run_1/placement_by_type.png
Scale bar: 20 um.
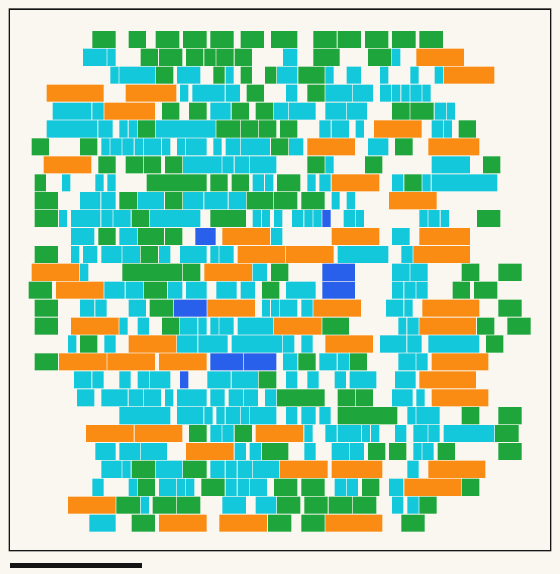
run_1/wires.png
Only two layers are drawn.
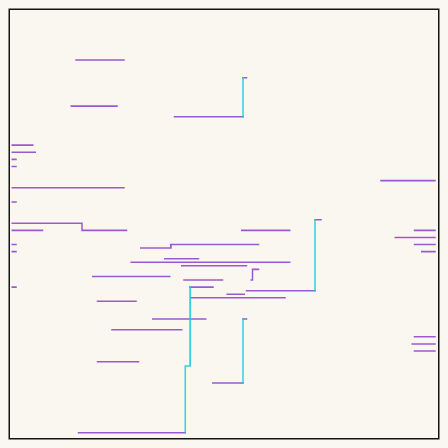
run_1/clocks.png
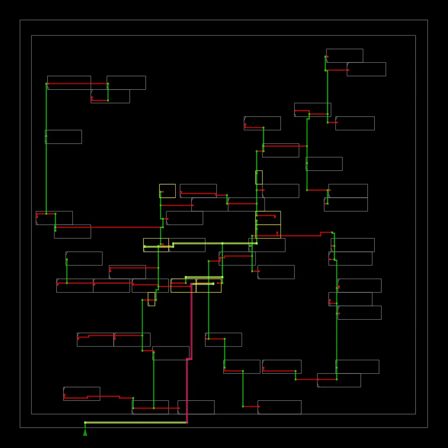
run_1/power_grid.png
Pins as bars on the die edge.
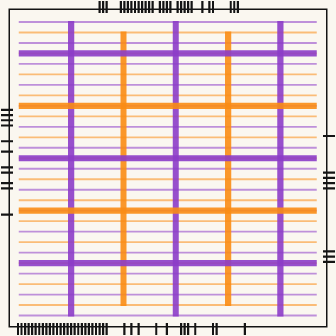
**src/rtl/multicycle_control_pkg.sv**
```systemverilog
// Shared RV32I opcode, ALU op, state and opcode-class definitions for the multicycle control FSM.
// Pure definitions: no logic, no latency.
package multicycle_control_pkg;

  localparam logic [6:0] OPC_R   = 7'b0110011;
  localparam logic [6:0] OPC_I   = 7'b0010011;
  localparam logic [6:0] OPC_LW  = 7'b0000011;
  localparam logic [6:0] OPC_SW  = 7'b0100011;
  localparam logic [6:0] OPC_BEQ = 7'b1100011;

  localparam logic [3:0] ALU_AND = 4'b0000;
  localparam logic [3:0] ALU_OR  = 4'b0001;
  localparam logic [3:0] ALU_ADD = 4'b0010;
  localparam logic [3:0] ALU_SLT = 4'b0100;
  localparam logic [3:0] ALU_XOR = 4'b0101;
  localparam logic [3:0] ALU_SUB = 4'b0110;
  localparam logic [3:0] ALU_SRL = 4'b1000;
  localparam logic [3:0] ALU_SLL = 4'b1001;
  localparam logic [3:0] ALU_SRA = 4'b1010;

  localparam logic [2:0] F3_ADD = 3'b000;
  localparam logic [2:0] F3_SLL = 3'b001;
  localparam logic [2:0] F3_SLT = 3'b010;
  localparam logic [2:0] F3_BAD = 3'b011;
  localparam logic [2:0] F3_XOR = 3'b100;
  localparam logic [2:0] F3_SR  = 3'b101;
  localparam logic [2:0] F3_OR  = 3'b110;
  localparam logic [2:0] F3_AND = 3'b111;

  typedef enum logic [2:0] {
    ST_IF  = 3'd0,
    ST_ID  = 3'd1,
    ST_EX  = 3'd2,
    ST_MEM = 3'd3,
    ST_WB  = 3'd4
  } state_t;

  localparam logic [2:0] CLS_NONE = 3'd0;
  localparam logic [2:0] CLS_R    = 3'd1;
  localparam logic [2:0] CLS_I    = 3'd2;
  localparam logic [2:0] CLS_LW   = 3'd3;
  localparam logic [2:0] CLS_SW   = 3'd4;
  localparam logic [2:0] CLS_BEQ  = 3'd5;

  function automatic logic [2:0] classify(input logic [6:0] opcode);
    logic [2:0] cls;
    case (opcode)
      OPC_R:   cls = CLS_R;
      OPC_I:   cls = CLS_I;
      OPC_LW:  cls = CLS_LW;
      OPC_SW:  cls = CLS_SW;
      OPC_BEQ: cls = CLS_BEQ;
      default: cls = CLS_NONE;
    endcase
    return cls;
  endfunction

endpackage

```
**src/rtl/multicycle_control_alu_control_decoder.sv**
```systemverilog
// Combinational ALU-op decode from opcode class, funct3 and funct7[5]; also flags unsupported encodings.
// Zero latency, no state.
module alu_control_decoder
  import multicycle_control_pkg::*;
(
  input  logic [2:0] op_class,
  input  logic [2:0] funct3,
  input  logic       funct7_b5,
  output logic [3:0] alu_op,
  output logic       legal
);

  logic alt;

  always_comb begin
    alu_op = ALU_ADD;
    legal  = 1'b1;
    // I-type ADDI has no SUBI form, so bit 30 only matters for shifts there
    alt    = funct7_b5 && ((op_class == CLS_R) || (funct3 == F3_SR));
    case (op_class)
      CLS_R, CLS_I: begin
        case (funct3)
          F3_ADD:  alu_op = alt ? ALU_SUB : ALU_ADD;
          F3_AND:  alu_op = ALU_AND;
          F3_OR:   alu_op = ALU_OR;
          F3_XOR:  alu_op = ALU_XOR;
          F3_SLT:  alu_op = ALU_SLT;
          F3_SLL:  alu_op = ALU_SLL;
          F3_SR:   alu_op = alt ? ALU_SRA : ALU_SRL;
          default: legal  = 1'b0;
        endcase
      end
      CLS_LW, CLS_SW: alu_op = ALU_ADD;
      CLS_BEQ:        alu_op = ALU_SUB;
      default:        legal  = 1'b0;
    endcase
  end

endmodule

```
**src/rtl/multicycle_control.sv**
```systemverilog
// Multicycle RV32I control FSM (IF/ID/EX/MEM/WB): latches the fetched instruction and drives ALU/datapath strobes.
// BEQ 3 cycles, ALU ops and SW 4, LW 5; IF stalls on imem_ready, MEM stalls on dmem_ready with no timeout.
module multicycle_control
  import multicycle_control_pkg::*;
#(
  parameter int CNT_W = 32
) (
  input  logic             clk,
  input  logic             rst,
  input  logic [31:0]      instr,
  input  logic             imem_ready,
  input  logic             dmem_ready,
  input  logic             zero,
  output logic [3:0]       alu_op,
  output logic             alu_src,
  output logic             ir_write,
  output logic             pc_write,
  output logic             pc_src,
  output logic             mem_read,
  output logic             mem_write,
  output logic             reg_write,
  output logic             mem_to_reg,
  output logic             illegal_instr,
  output logic [CNT_W-1:0] retired_count,
  output logic [2:0]       state_dbg
);

  state_t     state;
  logic [6:0] opcode_q;
  logic [2:0] funct3_q;
  logic       funct7_b5_q;

  logic [2:0] op_class;
  logic [3:0] dec_alu_op;
  logic       dec_legal;
  logic       unused_instr_bits;

  assign op_class          = classify(opcode_q);
  assign state_dbg         = state;
  assign unused_instr_bits = ^{instr[31], instr[29:15], instr[11:7]};

  alu_control_decoder u_alu_dec (
    .op_class  (op_class),
    .funct3    (funct3_q),
    .funct7_b5 (funct7_b5_q),
    .alu_op    (dec_alu_op),
    .legal     (dec_legal)
  );

  always_ff @(posedge clk) begin
    if (rst) begin
      state         <= ST_IF;
      opcode_q      <= '0;
      funct3_q      <= '0;
      funct7_b5_q   <= 1'b0;
      retired_count <= '0;
    end else begin
      case (state)
        ST_IF: begin
          if (imem_ready) begin
            opcode_q    <= instr[6:0];
            funct3_q    <= instr[14:12];
            funct7_b5_q <= instr[30];
            state       <= ST_ID;
          end
        end
        ST_ID: state <= dec_legal ? ST_EX : ST_IF;
        ST_EX: begin
          if (op_class == CLS_LW || op_class == CLS_SW) begin
            state <= ST_MEM;
          end else if (op_class == CLS_BEQ) begin
            state         <= ST_IF;
            retired_count <= retired_count + 1'b1;
          end else begin
            state <= ST_WB;
          end
        end
        ST_MEM: begin
          if (dmem_ready) begin
            if (op_class == CLS_LW) begin
              state <= ST_WB;
            end else begin
              state         <= ST_IF;
              retired_count <= retired_count + 1'b1;
            end
          end
        end
        ST_WB: begin
          state         <= ST_IF;
          retired_count <= retired_count + 1'b1;
        end
        default: state <= ST_IF;
      endcase
    end
  end

  // Strobes decode from registered state and latched fields; reset masks them immediately
  always_comb begin
    alu_op        = ALU_ADD;
    alu_src       = 1'b0;
    ir_write      = 1'b0;
    pc_write      = 1'b0;
    pc_src        = 1'b0;
    mem_read      = 1'b0;
    mem_write     = 1'b0;
    reg_write     = 1'b0;
    mem_to_reg    = 1'b0;
    illegal_instr = 1'b0;
    if (!rst) begin
      case (state)
        ST_IF: begin
          ir_write = imem_ready;
          pc_write = imem_ready;
        end
        ST_ID: illegal_instr = !dec_legal;
        ST_EX: begin
          alu_op  = dec_alu_op;
          alu_src = (op_class == CLS_I) || (op_class == CLS_LW) || (op_class == CLS_SW);
          if (op_class == CLS_BEQ) begin
            pc_src   = 1'b1;
            pc_write = zero;
          end
        end
        ST_MEM: begin
          mem_read  = (op_class == CLS_LW);
          mem_write = (op_class == CLS_SW);
        end
        ST_WB: begin
          reg_write  = 1'b1;
          mem_to_reg = (op_class == CLS_LW);
        end
        default: ;
      endcase
    end
  end

endmodule

```
**config.mk**
```make
export PLATFORM = sky130hd
export DESIGN_NAME = multicycle_control
export DESIGN_NICKNAME = d
export VERILOG_FILES = /design/src/rtl/multicycle_control_pkg.sv /design/src/rtl/multicycle_control_alu_control_decoder.sv /design/src/rtl/multicycle_control.sv
export SDC_FILE = /design/constraint.sdc
export NUM_CORES = 1
export LEC_CHECK = 0
export CAP_MARGIN = 20
export CORE_MARGIN = 2
export CORE_UTILIZATION = 39
export CTS_BUF_LIST = sky130_fd_sc_hd__clkbuf_4 sky130_fd_sc_hd__clkbuf_8
export CTS_CLUSTER_DIAMETER = 30
export DETAILED_ROUTE_END_ITERATION = 10
export PLACE_DENSITY = 0.74
export SYNTH_ARGS = -nofsm -noshare
export SYNTH_HDL_FRONTEND = slang
export SYNTH_SLANG_ARGS = --single-unit
```
**constraint.sdc**
```tcl
create_clock -name clk -period 1.9 [get_ports clk]
set_input_delay 0.19 -clock clk [delete_from_list [all_inputs] [get_ports clk]]
set_output_delay 0.19 -clock clk [all_outputs]
set_load 0.02 [all_outputs]
```
==> impl_metrics.toml, run 1 <==
# yosys + openroad results
[power_and_ir_drop]
finalPower_uw = 1880
p_leak_uw = 0.00142

[clock_tree]
cts-root-to-sink-buffers = 2
cts_hold_repair.buffers = 0

[timing]
setup_violations = 26
timing.final.ws_setup_ps = -166

[run_status]
status = "finished with violations"
failing_checks = "setup timing"

[routing]
route.detailed.wl_per_inst_um = 14.8
detail_route.first_pass.iterations = 4

[final_layout]
post-route-cell-area_sq_um = 4000
drive_gt1_share_pct = 38.1

[critical_path]
critical_path_required_ps = 2120
worstSetupEndpointType = "register"
critPathTopFamily = "simple AND/OR/NAND/NOR gates"

[yosys]
synth_largest_type_area_fraction_pct = 38.8
yosys_reg_bits = 46
post_synthesis_cell_type_with_the_largest_instance_count = "dfxtp_1"

[floorplanning]
die_h_um = 82.0
design.die.area_sq_um = 6720

[global_routing]
grt_antenna_before_repair = 0
first_global_vias = 2497

[flow_run]
drv_cap = 0

[placed_design]
post-place-ws_ps = -428
Back to the opening pictures, placement_by_type.png:
| class | color | cells |
|---|---|---|
| flops | orange | 46 |
| clock drivers and dummy loads | blue | 8 |
| combinational and other logic | cyan | 240 |
| other buffers and delay cells | green | 129 |

Back to the opening pictures, wires.png:
| layer | color | wire length |
|---|---|---|
| metal 4 | cyan | 62.1 um |
| metal 3 | purple | 348 um |

Back to the opening pictures, clocks.png:
number of buffers created by CTS: 5
clock tree buffer count of the final layout: 5

Back to the opening pictures, power_grid.png:
| net | color |
|---|---|
| VDD | orange |
| VSS | purple |
met5 straps: 5
rows: 28
met4 straps: 5
met1 rails: 29
signal pins: 85

==> run 1: per-layer routing <==
| metal | share of wire (%) | track usage [%] |
|---|---|---|
| met3 | 4.7 | 3.52 |
| met2 | 50 | 33.8 |
| met4 | 0.84 | 3.83 |
| met1 | 44 | 27.7 |
| met5 | 0 | 0 |
==> run 1: cell families after synthesis <==
| family | Yosys count | synth area share, % |
|---|---|---|
| XOR/XNOR | 4 | 1.48 |
| flip-flops | 46 | 38.8 |
| AND/OR/NAND/NOR | 140 | 33.2 |
| adder cells (fa/ha/maj) | 1 | 0.527 |
| buffers and inverters | 26 | 4.11 |
| AND-OR/OR-AND | 82 | 20.5 |
| multiplexers | 3 | 1.37 |
==> run 1: sequential cells by signal (all words and copies together) (netlist names) <==
| signal | count |
|---|---|
| funct3_q | 3 |
| opcode_q | 7 |
| retired_count | 32 |
| funct7_b5_q | 1 |
| state_dbg | 3 |
==> run 1: layout make-up <==
cell class                 instances  area share, %
multi-input combinational        230           41.0
timing repair buffer             129           29.5
clock inverter                     3          0.406
sequential                        46           24.1
tap                               75           2.34
clock buffer                       5           1.72
inverter                          10          0.938
==> run 1: stage by stage <==
| step | TNS [ps] | hold slack, ps |
|---|---|---|
| floorplan | -48.9 | 326 |
| global placement | -4350 | 458 |
| detailed placement | -4850 | 467 |
| CTS | -1690 | 428 |
| global route | -4940 | 445 |
| finish | -2190 | 435 |
==> run 1: worst paths after layout <==
kind | cells past startpoint | from | endpoint | slack (ps)
max | 8 | state_dbg[1] | retired_count[12] | -170
min | 3 | instr[2] | opcode_q[2] | 440
max reg2reg | 8 | state_dbg[1] | retired_count[12] | -170
min reg2reg | 2 | opcode_q[1] | opcode_q[1] | 480
==> run 2, diff against run 1 <==
--- a/config.mk
+++ b/config.mk
@@ -10,6 +10,7 @@
 export CORE_UTILIZATION = 39
 export CTS_BUF_LIST = sky130_fd_sc_hd__clkbuf_4 sky130_fd_sc_hd__clkbuf_8
 export CTS_CLUSTER_DIAMETER = 30
+export CTS_CLUSTER_SIZE = 24
 export DETAILED_ROUTE_END_ITERATION = 10
 export PLACE_DENSITY = 0.74
 export SYNTH_ARGS = -nofsm -noshare
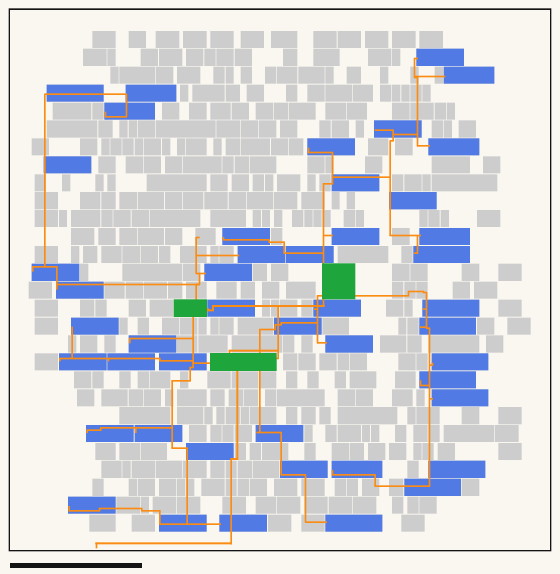
run_2/clk_routes.png
Scale bar: 20 um.
[clock drivers] green | count: 5
[clock wires] orange | length: 560 um
[flip-flops] blue | count: 46
flops lie: widely spread

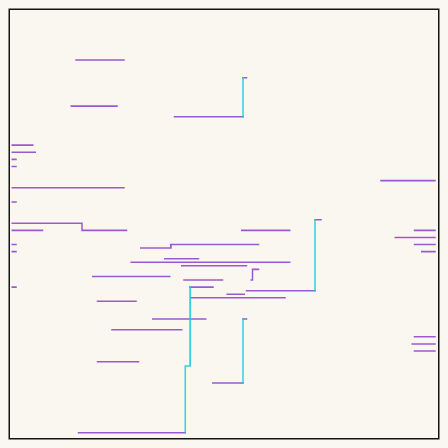
run_2/wires.png
Only two layers are drawn.
| layer | color | wire length |
|---|---|---|
| metal 4 | cyan | 62.1 um |
| metal 3 | purple | 348 um |

==> impl_metrics.toml, run 2 <==
# yosys + openroad results
[run_status]
status = "finished with violations"
failing_checks = "setup timing"

[timing]
timing.final.ws_setup_ps = -166
setup_violations = 26

[final_layout]
layout.non_clock_buffers = 129
largest_reg_flops = 32
sequential_cell_total = 46
seq_area_share_pct = 24.1
combAreaFraction_pct = 41.0
clock_tree_area_fraction_pct = 2.13
drive_gt1_share_pct = 38.1
layout.comb_gates.multi_input = 230

[yosys]
post_synthesis_cell_type_with_the_largest_instance_count = "dfxtp_1"
yosys_reg_bits = 46
compound_area_share_pct = 20.5

[power_and_ir_drop]
p_leak_uw = 0.00142

[routing]
highest-signal-layer = "met4"
met3_wirelength_um = 347
detail_route.first_pass.iterations = 4

[critical_path]
critical_path_required_ps = 2120
regToRegEndpoint = "retired_count[12]"
worstSetupEndpointType = "register"
r2r.worst_path.cells = 8

[floorplanning]
design.die.area_sq_um = 6720

[clock_tree]
cts_hold_repair.buffers = 0
cts_made_buffers = 5

[global_routing]
grt_antenna_before_repair = 0
run 2: cell counts after synthesis:
No cell type changed its count.
run 2: through the flow:
step | hold WS (ps) | instance area [sq um] | setup slack [ps] | TNS, ps | total power (uW)
3_3_place_gp | 458 | 3570 | -393 | -4350 | 1280
3_5_place_dp | 467 | 3570 | -428 | -4850 | 1280
4_1_cts | 428 | 3760 | -150 | -1690 | 1860
2_1_floorplan | 326 | 2470 | -46.8 | -48.9 | 1150
5_1_grt | 445 | 4000 | -274 | -4940 | 1960
6_report | 435 | 4000 | -166 | -2190 | 1880
run 2: worst max-delay path by stage:
stage | startpoint | endpoint | cells after the start
6_report | state_dbg[1] | retired_count[12] | 8
5_1_grt | state_dbg[2] | retired_count[12] | 8
4_1_cts | state_dbg[2] | retired_count[21] | 7
3_5_place_dp | imem_ready | pc_write | 5
3_3_place_gp | imem_ready | pc_write | 5
2_1_floorplan | retired_count[5] | retired_count[24] | 5
run 2: per-layer routing:
layer,up-vias,track usage (%)
met2,63,33.8
met1,1317,27.7
met3,8,3.52
met5,-,0
li1,1347,-
met4,0,3.83
run 2: what timing repair did:
action	in CTS	in global routing
gates cloned	1	2
setup endpoints to repair	33	42
pin swaps	6	27
setup buffers	2	6
resized	70	66
run 2: power groups by stage:
stage	Clock (uW)	Combinational, uW	Sequential [uW]
floorplan	0	122	1030
global placement	0	261	1020
CTS	602	265	994
detailed placement	0	262	1020
global route	640	314	1000
finish	592	289	996
run 2: cell families after synthesis:
kind of cell / Yosys count
buffers and inverters: 26
flip-flops: 46
AND/OR/NAND/NOR: 140
AND-OR/OR-AND: 82
multiplexers: 3
adder cells (fa/ha/maj): 1
XOR/XNOR: 4
run_2/clocks.png
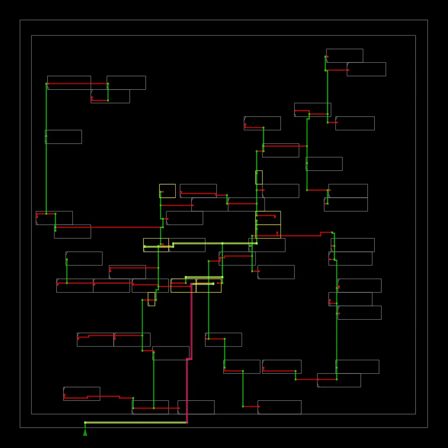

==> run 3, diff against run 2 <==
--- a/config.mk
+++ b/config.mk
@@ -7,12 +7,12 @@
 export LEC_CHECK = 0
 export CAP_MARGIN = 20
 export CORE_MARGIN = 2
-export CORE_UTILIZATION = 39
+export CORE_UTILIZATION = 42
 export CTS_BUF_LIST = sky130_fd_sc_hd__clkbuf_4 sky130_fd_sc_hd__clkbuf_8
 export CTS_CLUSTER_DIAMETER = 30
 export CTS_CLUSTER_SIZE = 24
 export DETAILED_ROUTE_END_ITERATION = 10
-export PLACE_DENSITY = 0.74
+export PLACE_DENSITY = 0.79
 export SYNTH_ARGS = -nofsm -noshare
 export SYNTH_HDL_FRONTEND = slang
 export SYNTH_SLANG_ARGS = --single-unit
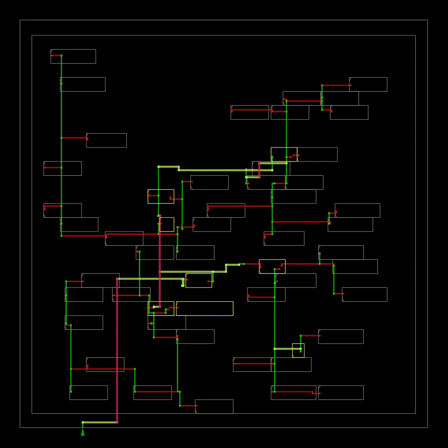
run_3/clocks.png
Clk. pwr: 744 uW
flop count: 46
number of sinks on the clock net: 46
Clock Skew: 6.30 ps

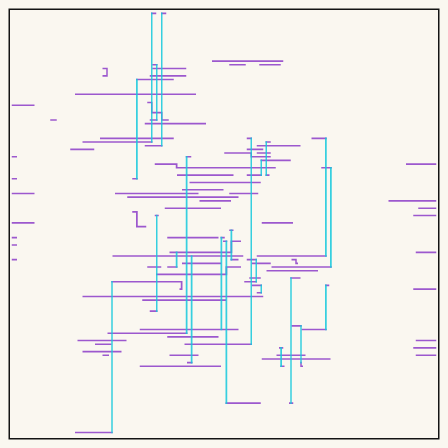
run_3/wires.png
Only two layers are drawn.
| layer | color | wire length |
|---|---|---|
| metal 3 | purple | 649 um |
| metal 4 | cyan | 364 um |

==> impl_metrics.toml, run 3 <==
# yosys + openroad results
[run_status]
status = "finished with violations"
failing_checks = "setup timing"

[clock_tree]
post_cts_resize_count = 77
clock_tree_from_tritoncts = "done"
cts_made_buffers = 5
cts_hold_repair.buffers = 0
postCtsSetupRepairBufs = 11

[critical_path]
worstSetupPathType = "register to register"
critical_path_required_ps = 2130
regToRegEndpoint = "retired_count[18]"
r2r.worst_path.cells = 8
cp-startpoint = "opcode_q[2]"
worstSetupEndpointType = "register"
reg_to_reg_slack_setup_ps = -280
crit_end = "retired_count[18]"

[final_layout]
layout.non_clock_buffers = 144
layout.comb_gates.multi_input = 230
clock_tree_area_fraction_pct = 2.71
reg.largest.list = "retired_count x32, opcode_q x7"
nFillCells = 372
largest_reg_flops = 32
combGateArea_sq_um = 1640
combAreaFraction_pct = 39.5
drive_gt1_share_pct = 38.6
seq_area_share_pct = 23.3

[yosys]
post_synthesis_cell_type_with_the_largest_instance_count = "dfxtp_1"
yosysSeqAreaShare_pct = 38.8
yosys_reg_bits = 46
compound_area_share_pct = 20.5

[power_and_ir_drop]
power_in_combinational_cells_uw = 322
seq-power_uw = 995
p_leak_uw = 0.00150
power.largest_group = "sequential cells"
share_comb_of_total_power_pct = 15.6

[global_routing]
grt_first_pass_wirelength_um = 12400
met1_grt_util_pct = 29.1
groute.layer.met3.usage_pct = 4.89
grt_antenna_before_repair = 0
gr-max-usage-layer = "met2"
grt_met2_use_pct = 43.8

[timing]
setup_violations = 38
fin_hold_ws_ps = 421
timing.final.ws_setup_ps = -284
number_of_endpoints_with_negative_hold_slack_in_the_final_report = 0

[routing]
detail_route.first_pass.iterations = 5
highest-signal-layer = "met4"
met3_wirelength_um = 649
[run 3: cell count changes in the layout (fill, tap and decap cells not counted), moves of 3 or more]
cell and delta:
o31ai_4 +3, o21ai_2 +4, o31ai_2 -3, o21ai_0 -5, a21oi_2 -6, a21oi_1 +6
buf_6 +7, buf_4 +12
[run 3: worst min-delay path by stage]
| stage | cells past startpoint | endpoint | from | slack [ps] |
|---|---|---|---|---|
| 4_1_cts | 3 | funct3_q[2] | instr[14] | 420 |
| 3_5_place_dp | 2 | opcode_q[3] | opcode_q[3] | 470 |
| 6_report | 3 | opcode_q[1] | instr[1] | 420 |
| 3_3_place_gp | 2 | opcode_q[3] | opcode_q[3] | 460 |
| 2_1_floorplan | 2 | funct7_b5_q | instr[30] | 330 |
| 5_1_grt | 3 | funct7_b5_q | instr[30] | 430 |
[run 3: per-stage QoR]
stage | instance area [sq um] | worst slack (ps) | instances | setup TNS (ps) | total power (uW)
finish | 4150 | -284 | 510 | -6270 | 2060
CTS | 3850 | -197 | 500 | -3710 | 2030
global route | 4150 | -384 | 510 | -9710 | 2130
floorplan | 2470 | -46.8 | 302 | -48.9 | 1150
global placement | 3570 | -391 | 479 | -4510 | 1280
detailed placement | 3570 | -434 | 479 | -5900 | 1290
[run 3: kinds of logic after synthesis]
| group | Yosys count |
|---|---|
| AND-OR/OR-AND | 82 |
| adder cells (fa/ha/maj) | 1 |
| multiplexers | 3 |
| buffers and inverters | 26 |
| flip-flops | 46 |
| XOR/XNOR | 4 |
| AND/OR/NAND/NOR | 140 |
[run 3: critical path, stage by stage, from the launching register on]
cell       delay, ps
dfxtp_2          340
buf_6            110
nand4bb_4        210
nor4_4           290
buf_4            160
o211ai_1         140
buf_4            210
or4_1            490
a21oi_1          170
Power figures rest on the tool's default switching activity, not on a simulated workload.
